$ cat src/rtl/dma_seq_pkg.sv
// Shared definitions for the DMA chunk sequencer: DMA block register map,
// transfer direction, error codes and sequencer states.
package dma_seq_pkg;

    // Register byte offsets inside the DMA controller block
    localparam logic [7:0] DMA_CTRL    = 8'h00;
    localparam logic [7:0] DMA_STAT    = 8'h04;
    localparam logic [7:0] DMA_CSTART  = 8'h08;
    localparam logic [7:0] DMA_HSTARTL = 8'h0C;
    localparam logic [7:0] DMA_HSTARTH = 8'h10;
    localparam logic [7:0] DMA_LEN     = 8'h14;
    localparam logic [7:0] DMA_NEXTL   = 8'h18;
    localparam logic [7:0] DMA_NEXTH   = 8'h1C;
    localparam logic [7:0] DMA_ATTRIB  = 8'h20;

    // Value written to DMA_STAT to clear the completion status
    localparam logic [31:0] STAT_CLR_DONE = 32'h0000_0004;

    typedef enum logic {
        RD = 1'b0,   // device -> host
        WR = 1'b1    // host -> device
    } dma_dir_t;

    typedef enum logic [1:0] {
        ERR_NONE    = 2'd0,
        ERR_LEN     = 2'd1,
        ERR_BUS     = 2'd2,
        ERR_TIMEOUT = 2'd3
    } err_code_t;

    typedef enum logic [2:0] {
        S_IDLE,
        S_PROG,
        S_WAIT_DONE,
        S_CLEAR,
        S_FINISH,
        S_ERROR
    } state_t;

endpackage

$ cat src/rtl/dma_reg_writer.sv
// Single-outstanding register write master. A start pulse while idle launches
// one write; stb/adr/dat stay stable until the slave answers with ack or err.
// An err response always wins over a simultaneous ack.
module dma_reg_writer (
    input  logic        clk_i,
    input  logic        rst_i,
    input  logic        start_i,
    input  logic [7:0]  adr_i,
    input  logic [31:0] dat_i,
    output logic        busy_o,
    output logic        done_o,
    output logic        err_o,
    output logic        reg_stb_o,
    output logic [7:0]  reg_adr_o,
    output logic [31:0] reg_dat_o,
    input  logic        reg_ack_i,
    input  logic        reg_err_i
);

    logic        r_stb;
    logic [7:0]  r_adr;
    logic [31:0] r_dat;

    // Launch a write on start, hold it until the slave responds
    always_ff @(posedge clk_i) begin
        if (rst_i) begin
            r_stb <= 1'b0;
            r_adr <= '0;
            r_dat <= '0;
        end else if (r_stb) begin
            if (reg_ack_i || reg_err_i)
                r_stb <= 1'b0;
        end else if (start_i) begin
            r_stb <= 1'b1;
            r_adr <= adr_i;
            r_dat <= dat_i;
        end
    end

    assign busy_o    = r_stb;
    assign done_o    = r_stb & reg_ack_i & ~reg_err_i;
    assign err_o     = r_stb & reg_err_i;
    assign reg_stb_o = r_stb;
    assign reg_adr_o = r_adr;
    assign reg_dat_o = r_dat;

endmodule

$ cat src/rtl/dma_chunk_sequencer.sv
// Splits one DMA request into chunks of at most g_MAX_CHUNK bytes, programs the
// DMA controller for each chunk, waits for its completion level and clears the
// status before moving on. Reports done, or a sticky error with a code.
module dma_chunk_sequencer
    import dma_seq_pkg::*;
#(
    parameter int unsigned g_MAX_CHUNK = 4096,
    parameter int unsigned g_TIMEOUT   = 125000
) (
    input  logic        clk_i,
    input  logic        rst_i,
    input  logic        cmd_valid_i,
    output logic        cmd_ready_o,
    input  logic [63:0] cmd_host_i,
    input  logic [31:0] cmd_dev_i,
    input  logic [31:0] cmd_len_i,
    input  logic        cmd_dir_i,
    output logic        reg_stb_o,
    output logic [7:0]  reg_adr_o,
    output logic [31:0] reg_dat_o,
    input  logic        reg_ack_i,
    input  logic        reg_err_i,
    input  logic        dma_done_i,
    output logic        busy_o,
    output logic        done_o,
    output logic        error_o,
    output logic [1:0]  err_code_o
);

    localparam logic [31:0] MAX_CHUNK  = 32'(g_MAX_CHUNK);
    localparam logic [31:0] TIMEOUT_M1 = 32'(g_TIMEOUT - 1);

    state_t      r_state, w_next;
    err_code_t   w_err_next, r_err_code;
    dma_dir_t    r_dir;
    logic [63:0] r_host;
    logic [31:0] r_dev, r_remain, r_cnt;
    logic [2:0]  r_idx;
    logic        r_error;

    logic        w_accept, w_wr_start, w_wr_busy, w_wr_done, w_wr_err;
    logic [7:0]  w_adr;
    logic [31:0] w_dat, w_chunk;

    assign w_accept   = cmd_valid_i && (r_state == S_IDLE);
    assign w_chunk    = (r_remain > MAX_CHUNK) ? MAX_CHUNK : r_remain;
    assign w_wr_start = ((r_state == S_PROG) || (r_state == S_CLEAR)) && !w_wr_busy;

    // Register/data for the current write: programming sequence or status clear
    always_comb begin
        w_adr = DMA_STAT;
        w_dat = STAT_CLR_DONE;
        if (r_state == S_PROG) begin
            case (r_idx)
                3'd0:    begin w_adr = DMA_CSTART;  w_dat = r_dev;              end
                3'd1:    begin w_adr = DMA_HSTARTL; w_dat = r_host[31:0];       end
                3'd2:    begin w_adr = DMA_HSTARTH; w_dat = r_host[63:32];      end
                3'd3:    begin w_adr = DMA_LEN;     w_dat = w_chunk;            end
                3'd4:    begin w_adr = DMA_NEXTL;   w_dat = '0;                 end
                3'd5:    begin w_adr = DMA_NEXTH;   w_dat = '0;                 end
                3'd6:    begin w_adr = DMA_ATTRIB;  w_dat = {31'b0, r_dir};     end
                default: begin w_adr = DMA_CTRL;    w_dat = 32'h0000_0001;      end
            endcase
        end
    end

    dma_reg_writer u_writer (
        .clk_i     (clk_i),
        .rst_i     (rst_i),
        .start_i   (w_wr_start),
        .adr_i     (w_adr),
        .dat_i     (w_dat),
        .busy_o    (w_wr_busy),
        .done_o    (w_wr_done),
        .err_o     (w_wr_err),
        .reg_stb_o (reg_stb_o),
        .reg_adr_o (reg_adr_o),
        .reg_dat_o (reg_dat_o),
        .reg_ack_i (reg_ack_i),
        .reg_err_i (reg_err_i)
    );

    // State register
    always_ff @(posedge clk_i) begin
        if (rst_i) r_state <= S_IDLE;
        else       r_state <= w_next;
    end

    // Next state, error reason and status outputs
    always_comb begin
        w_next      = r_state;
        w_err_next  = ERR_NONE;
        cmd_ready_o = 1'b0;
        busy_o      = 1'b1;
        done_o      = 1'b0;
        case (r_state)
            S_IDLE: begin
                cmd_ready_o = 1'b1;
                busy_o      = 1'b0;
                if (cmd_valid_i) begin
                    if (cmd_len_i[1:0] != 2'b00) begin
                        w_next     = S_ERROR;
                        w_err_next = ERR_LEN;
                    end else if (cmd_len_i == '0) begin
                        w_next = S_FINISH;
                    end else begin
                        w_next = S_PROG;
                    end
                end
            end
            S_PROG: begin
                if (w_wr_err) begin
                    w_next     = S_ERROR;
                    w_err_next = ERR_BUS;
                end else if (w_wr_done && r_idx == 3'd7) begin
                    w_next = S_WAIT_DONE;
                end
            end
            S_WAIT_DONE: begin
                if (dma_done_i) begin
                    w_next = S_CLEAR;
                end else if (r_cnt == TIMEOUT_M1) begin
                    w_next     = S_ERROR;
                    w_err_next = ERR_TIMEOUT;
                end
            end
            S_CLEAR: begin
                if (w_wr_err) begin
                    w_next     = S_ERROR;
                    w_err_next = ERR_BUS;
                end else if (w_wr_done) begin
                    w_next = (r_remain == w_chunk) ? S_FINISH : S_PROG;
                end
            end
            S_FINISH: begin
                done_o = 1'b1;
                w_next = S_IDLE;
            end
            S_ERROR: w_next = S_IDLE;
            default: w_next = S_IDLE;
        endcase
    end

    // Transfer bookkeeping: addresses, remaining length, write index, timeout counter
    always_ff @(posedge clk_i) begin
        if (rst_i) begin
            r_host   <= '0;
            r_dev    <= '0;
            r_remain <= '0;
            r_dir    <= RD;
            r_idx    <= '0;
            r_cnt    <= '0;
        end else begin
            case (r_state)
                S_IDLE: if (w_accept) begin
                    r_host   <= cmd_host_i;
                    r_dev    <= cmd_dev_i;
                    r_remain <= cmd_len_i;
                    r_dir    <= dma_dir_t'(cmd_dir_i);
                    r_idx    <= '0;
                end
                S_PROG: begin
                    r_cnt <= '0;
                    if (w_wr_done) r_idx <= r_idx + 3'd1;
                end
                S_WAIT_DONE: r_cnt <= r_cnt + 32'd1;
                S_CLEAR: if (w_wr_done) begin
                    r_host   <= r_host + 64'(w_chunk);
                    r_dev    <= r_dev + w_chunk;
                    r_remain <= r_remain - w_chunk;
                end
                default: ;
            endcase
        end
    end

    // Sticky error flag and code; a newly accepted command clears them
    always_ff @(posedge clk_i) begin
        if (rst_i) begin
            r_error    <= 1'b0;
            r_err_code <= ERR_NONE;
        end else if (w_next == S_ERROR && r_state != S_ERROR) begin
            r_error    <= 1'b1;
            r_err_code <= w_err_next;
        end else if (w_accept) begin
            r_error    <= 1'b0;
            r_err_code <= ERR_NONE;
        end
    end

    assign error_o    = r_error;
    assign err_code_o = r_err_code;

endmodule

$ cat config.mk
export PLATFORM = sky130hd
export DESIGN_NAME = dma_chunk_sequencer
export DESIGN_NICKNAME = d
export VERILOG_FILES = /design/src/rtl/dma_seq_pkg.sv /design/src/rtl/dma_reg_writer.sv /design/src/rtl/dma_chunk_sequencer.sv
export SDC_FILE = /design/constraint.sdc
export NUM_CORES = 1
export LEC_CHECK = 0
export CAP_MARGIN = 10
export CORE_ASPECT_RATIO = 0.75
export CORE_MARGIN = 3
export CORE_UTILIZATION = 57
export DETAILED_ROUTE_END_ITERATION = 8
export PLACE_DENSITY = 0.89
export SKIP_CTS_REPAIR_TIMING = 1
export SKIP_LAST_GASP = 1
export SYNTH_ARGS = -nofsm -noshare
export SYNTH_HDL_FRONTEND = slang
export SYNTH_SLANG_ARGS = --single-unit
$ cat constraint.sdc
create_clock -name clk_i -period 6.19 [get_ports clk_i]
set_clock_uncertainty 0.15 [all_clocks]
set_input_delay 0.9285 -clock clk_i [delete_from_list [all_inputs] [get_ports clk_i]]
set_output_delay 0.9285 -clock clk_i [all_outputs]
set_load 0.005 [all_outputs]
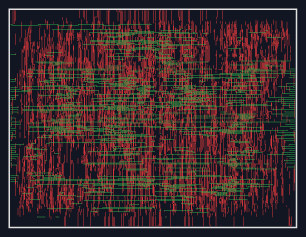
Figure 1: signal wires by layer.
Scale: 1.5 px per um. Only two layers are drawn.
| color | layer | wire length |
|---|---|---|
| green | M3 | 7580 um |
| red | M2 | 22.1 mm |
Global Route Usage Sum: 0.377
vias: 16800

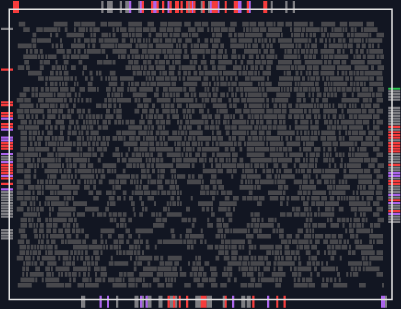
Figure 2: I/O pins on the die edge.
Scale: 2 px per um. Pins as bars across the die edge, other pins in gray.
| color | port | pins | direction | edge |
|---|---|---|---|---|
| red | cmd_host_i | 64 | input | 24 top, 16 left, 13 right, 11 bottom |
| green | error_o | 1 | output | right |
| purple | cmd_dev_i | 32 | input | 11 top, 8 bottom, 8 left, 5 right |
all pins by edge: 49 top, 48 right, 44 bottom, 41 left
port bufs: 177
die outline height: 144 um
Die X: 191 um

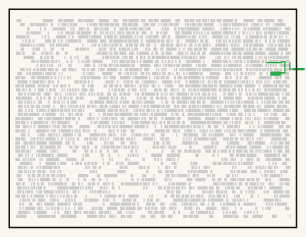
Figure 3: nets reached from selected ports.
Scale: 1.5 px per um.
| color | port | direction | end cells | buffers | wire |
|---|---|---|---|---|---|
| green | error_o | output | 1 | 1 | 31.4 um |
IO Pins: 182

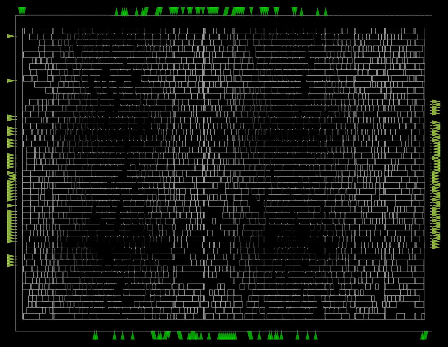
Figure 4: cell placement.
post-layout util: 0.706
Flop Count: 207
Tapcells: 331
core footprint: 24500 um^2
Seq area share: 0.239

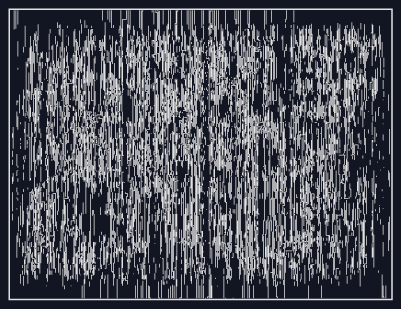
Figure 5: signal wires on met2.
Scale: 2 px per um.
share of all routed wire: 41%
longest straight run: 49.4 um
wire length on this layer: 22.1 mm
nets with wire on the layer: 1931
GR Util met2: 0.542
final WL: 54300 um

==> reports/results.txt <==
Final Non-Filler Cells - 2462
std cell rows - 49
Non-Filler Cell Area, Final - 17300 um^2
final hold violations - 0
crit path DRT - 6420 ps
top cells, area - dfxtp_1, a21oi_1, nor2_1, ha_1, nand2_1
Syn Inst Count - 1996
root buffer cell - clkbuf_16
Post-Syn Area per Cell - 7.30 um^2
Initial DRT Pass Iterations - 7
FP Core Util - 0.594
Final HPWL DP - 38500 um
die area - 27500 um^2
kind of critical path - flop to flop
arrival time worst endpoint - 6310 ps
Max Slew Vio Count - 0
htree depth - 1
mapped cell area - 14600 um^2
simple share - 0.265
Synth top cell by count - nor2_1
Max VDD drop - 209 uV
CTS max path bufs - 3
synth warn - 0
Tot Pwr - 0.00393 W
Worst Reg-to-Reg Cells - 16
crit-path max FO - 21
Cells after DPL - 2422
Dominant comb cell - AND-OR/OR-AND gates
TritonCTS Buffers - 23
Avg WL per Cell - 22.1 um
Post-synth regs - 207
Clock transition at path regs - 70 ps
nets - 2308
top_reg_cell synth - dfxtp_1
TritonCTS clock tree - yes
Vias/cell - 6.81
Late-Pin Clk Latency - 520 ps
Synth top area share - 0.285
ys async rst share - 0
Sw Share - 0.334
Seq/Total Area, Yosys - 0.285
power per cell area - 227 nW/um^2
Tool Warnings - 30
layout cells sized above 1 - 0.0615
DR iter-0 viols - 2416
cell taking the most area after synthesis - dfxtp_1
RSZ-0062 raised after global routing - false
max-cap violations - 0
yosys adder share - 0.0528
largest net degree at the start of global routing - 87
number of global-route vias before repair - 15200
worst hold margin - 324 ps
initial antenna violation count - 0
pre-CTS WS - 409 ps
Worst Hold Endpoint - u_writer.reg_adr_o[5]
count of library flops with an enable pin - 0
class of the worst hold path - flop to flop
fmax - 0.165 GHz
CP Capture Type - flop
Min Clock Period, post-route - 6080 ps
# Cells Yosys - 1996
Area Growth Syn to Fin - 18.9%
Seq pwr share - 0.393
mux share - 0.0147
global-route wire length before repair - 83300 um
Slew @ Worst Pin - 1070 ps
YS chip area - 14600 um^2
Combinational Power Share - 0.262
Post-Route Setup TNS - 0 ps
part of the power in the clock network - 0.345
XORs/XNORs by Area - 0.0253
clock sink count - 207
worst reg-to-reg setup slack - 110 ps
Cell Type Count - 91
antenna diode count - 0
hold path depth - 2
Leakage - 6.45 nW
Worst setup SP type - flop
Worst R2R Start - r_remain[2]
DRC viols - 0
Final ANT Viol Nets - 0
Commonest cells post-synth - nor2_1, dfxtp_1, a21oi_1
gpl congestion - 0.985
Reg-to-Reg End - r_host[36]
status - complete, no violations
Compound Share, Synth - 0.307
HP Start - u_writer.reg_adr_o[5]
Pint - 0.00262 W
GRT overflow - 0
setup violators final - 0
Psw - 0.00131 W
Placed Area - 16600 um^2
ratio of final minimum period to clock period - 0.982
Rel. slew slack - 0.287
Crit. Startpoint - r_remain[2]
setup ws final - 114 ps
[worst max-delay path, stage by stage, from the launching register on]
cell,delay (ps)
dfxtp_1,370
or4_4,610
o41a_4,510
nor3_4,220
buf_4,320
and2_1,200
ha_1,280
o21a_1,210
o31ai_1,130
a21oi_1,250
a311oi_2,560
nor4_4,140
a311o_2,480
a21oi_1,430
o31a_1,410
nor2_1,140
a2111oi_1,520
[per-layer routing]
layer / share of wire / up-vias / track usage
met3: 0.14 / 170 / 0.0921
li1: - / 7622 / -
met4: 0.032 / 0 / 0.124
met5: 0 / - / 0
met2: 0.41 / 1164 / 0.542
met1: 0.42 / 7810 / 0.552
[cell families (layout without fill, tap and decap cells)]
kind of cell    Yosys count  count (layout)
flops                   207             207
fa+ha+maj                61              61
other cells               1              38
buf+inv                 189             287
compound gates          675             675
mux                      20              20
xor+xnor                 42              42
simple gates            801             801
[area by class of cell]
cell class | instances | area [um^2]
well taps | 331 | 414
repair buffers | 214 | 2050
clock buffers | 34 | 657
fillers | 2035 | 7200
multi-input cells | 1637 | 9870
flip-flops and latches | 207 | 4140
inverters | 33 | 124
clock inverters | 6 | 63.8
[layout by cell type (no fill, tap or decap), types with 16 or more instances in the layout]
master           instances
nor4_1                  35
o21ai_0                106
a211oi_1                40
a21o_1                  36
clkbuf_16               23
xnor2_1                 29
a311oi_1                17
or2_2                   18
ha_1                    55
and2_1                  19
nor2_1                 268
a21oi_1                203
nand3_1                 68
nand4_1                 30
nor3_1                  62
o22ai_1                 22
nand2_1                177
inv_1                   32
clkdlybuf4s50_1        176
dfxtp_1                207
nor2b_1                 16
conb_1                  38
a22oi_1                 47
a31oi_1                 32
buf_4                   37
a221oi_1                24
and3_1                  34
[power by group through the flow]
| stage | combinational, W | sequential (W) | clock (W) |
|---|---|---|---|
| 2_1_floorplan | 0.000665 | 0.00152 | 0 |
| 3_3_place_gp | 0.000960 | 0.00156 | 0 |
| 3_5_place_dp | 0.000976 | 0.00156 | 0 |
| 4_1_cts | 0.000983 | 0.00153 | 0.00136 |
| 5_1_grt | 0.00111 | 0.00155 | 0.00141 |
| 6_report | 0.00103 | 0.00154 | 0.00136 |
[registers in the layout (all words and copies together) (netlist names)]
| signal | flops |
|---|---|
| u_writer.reg_dat_o | 32 |
| err_code_o | 2 |
| r_dev | 32 |
| error_o | 1 |
| u_writer.busy_o | 1 |
| r_host | 64 |
| r_dir | 1 |
| r_remain | 32 |
| r_idx | 3 |
| u_writer.reg_adr_o | 4 |
| r_state | 3 |
| r_cnt | 32 |
[worst max-delay path by stage]
stage / endpoint / slack [ps] / cells past startpoint
4_1_cts: r_host[36] / 240 / 16
2_1_floorplan: r_host[60] / 650 / 22
6_report: r_host[36] / 110 / 16
3_5_place_dp: r_host[36] / 410 / 16
5_1_grt: r_host[36] / 10 / 16
3_3_place_gp: r_host[50] / 620 / 18
Power is estimated from default activity; no workload was simulated.
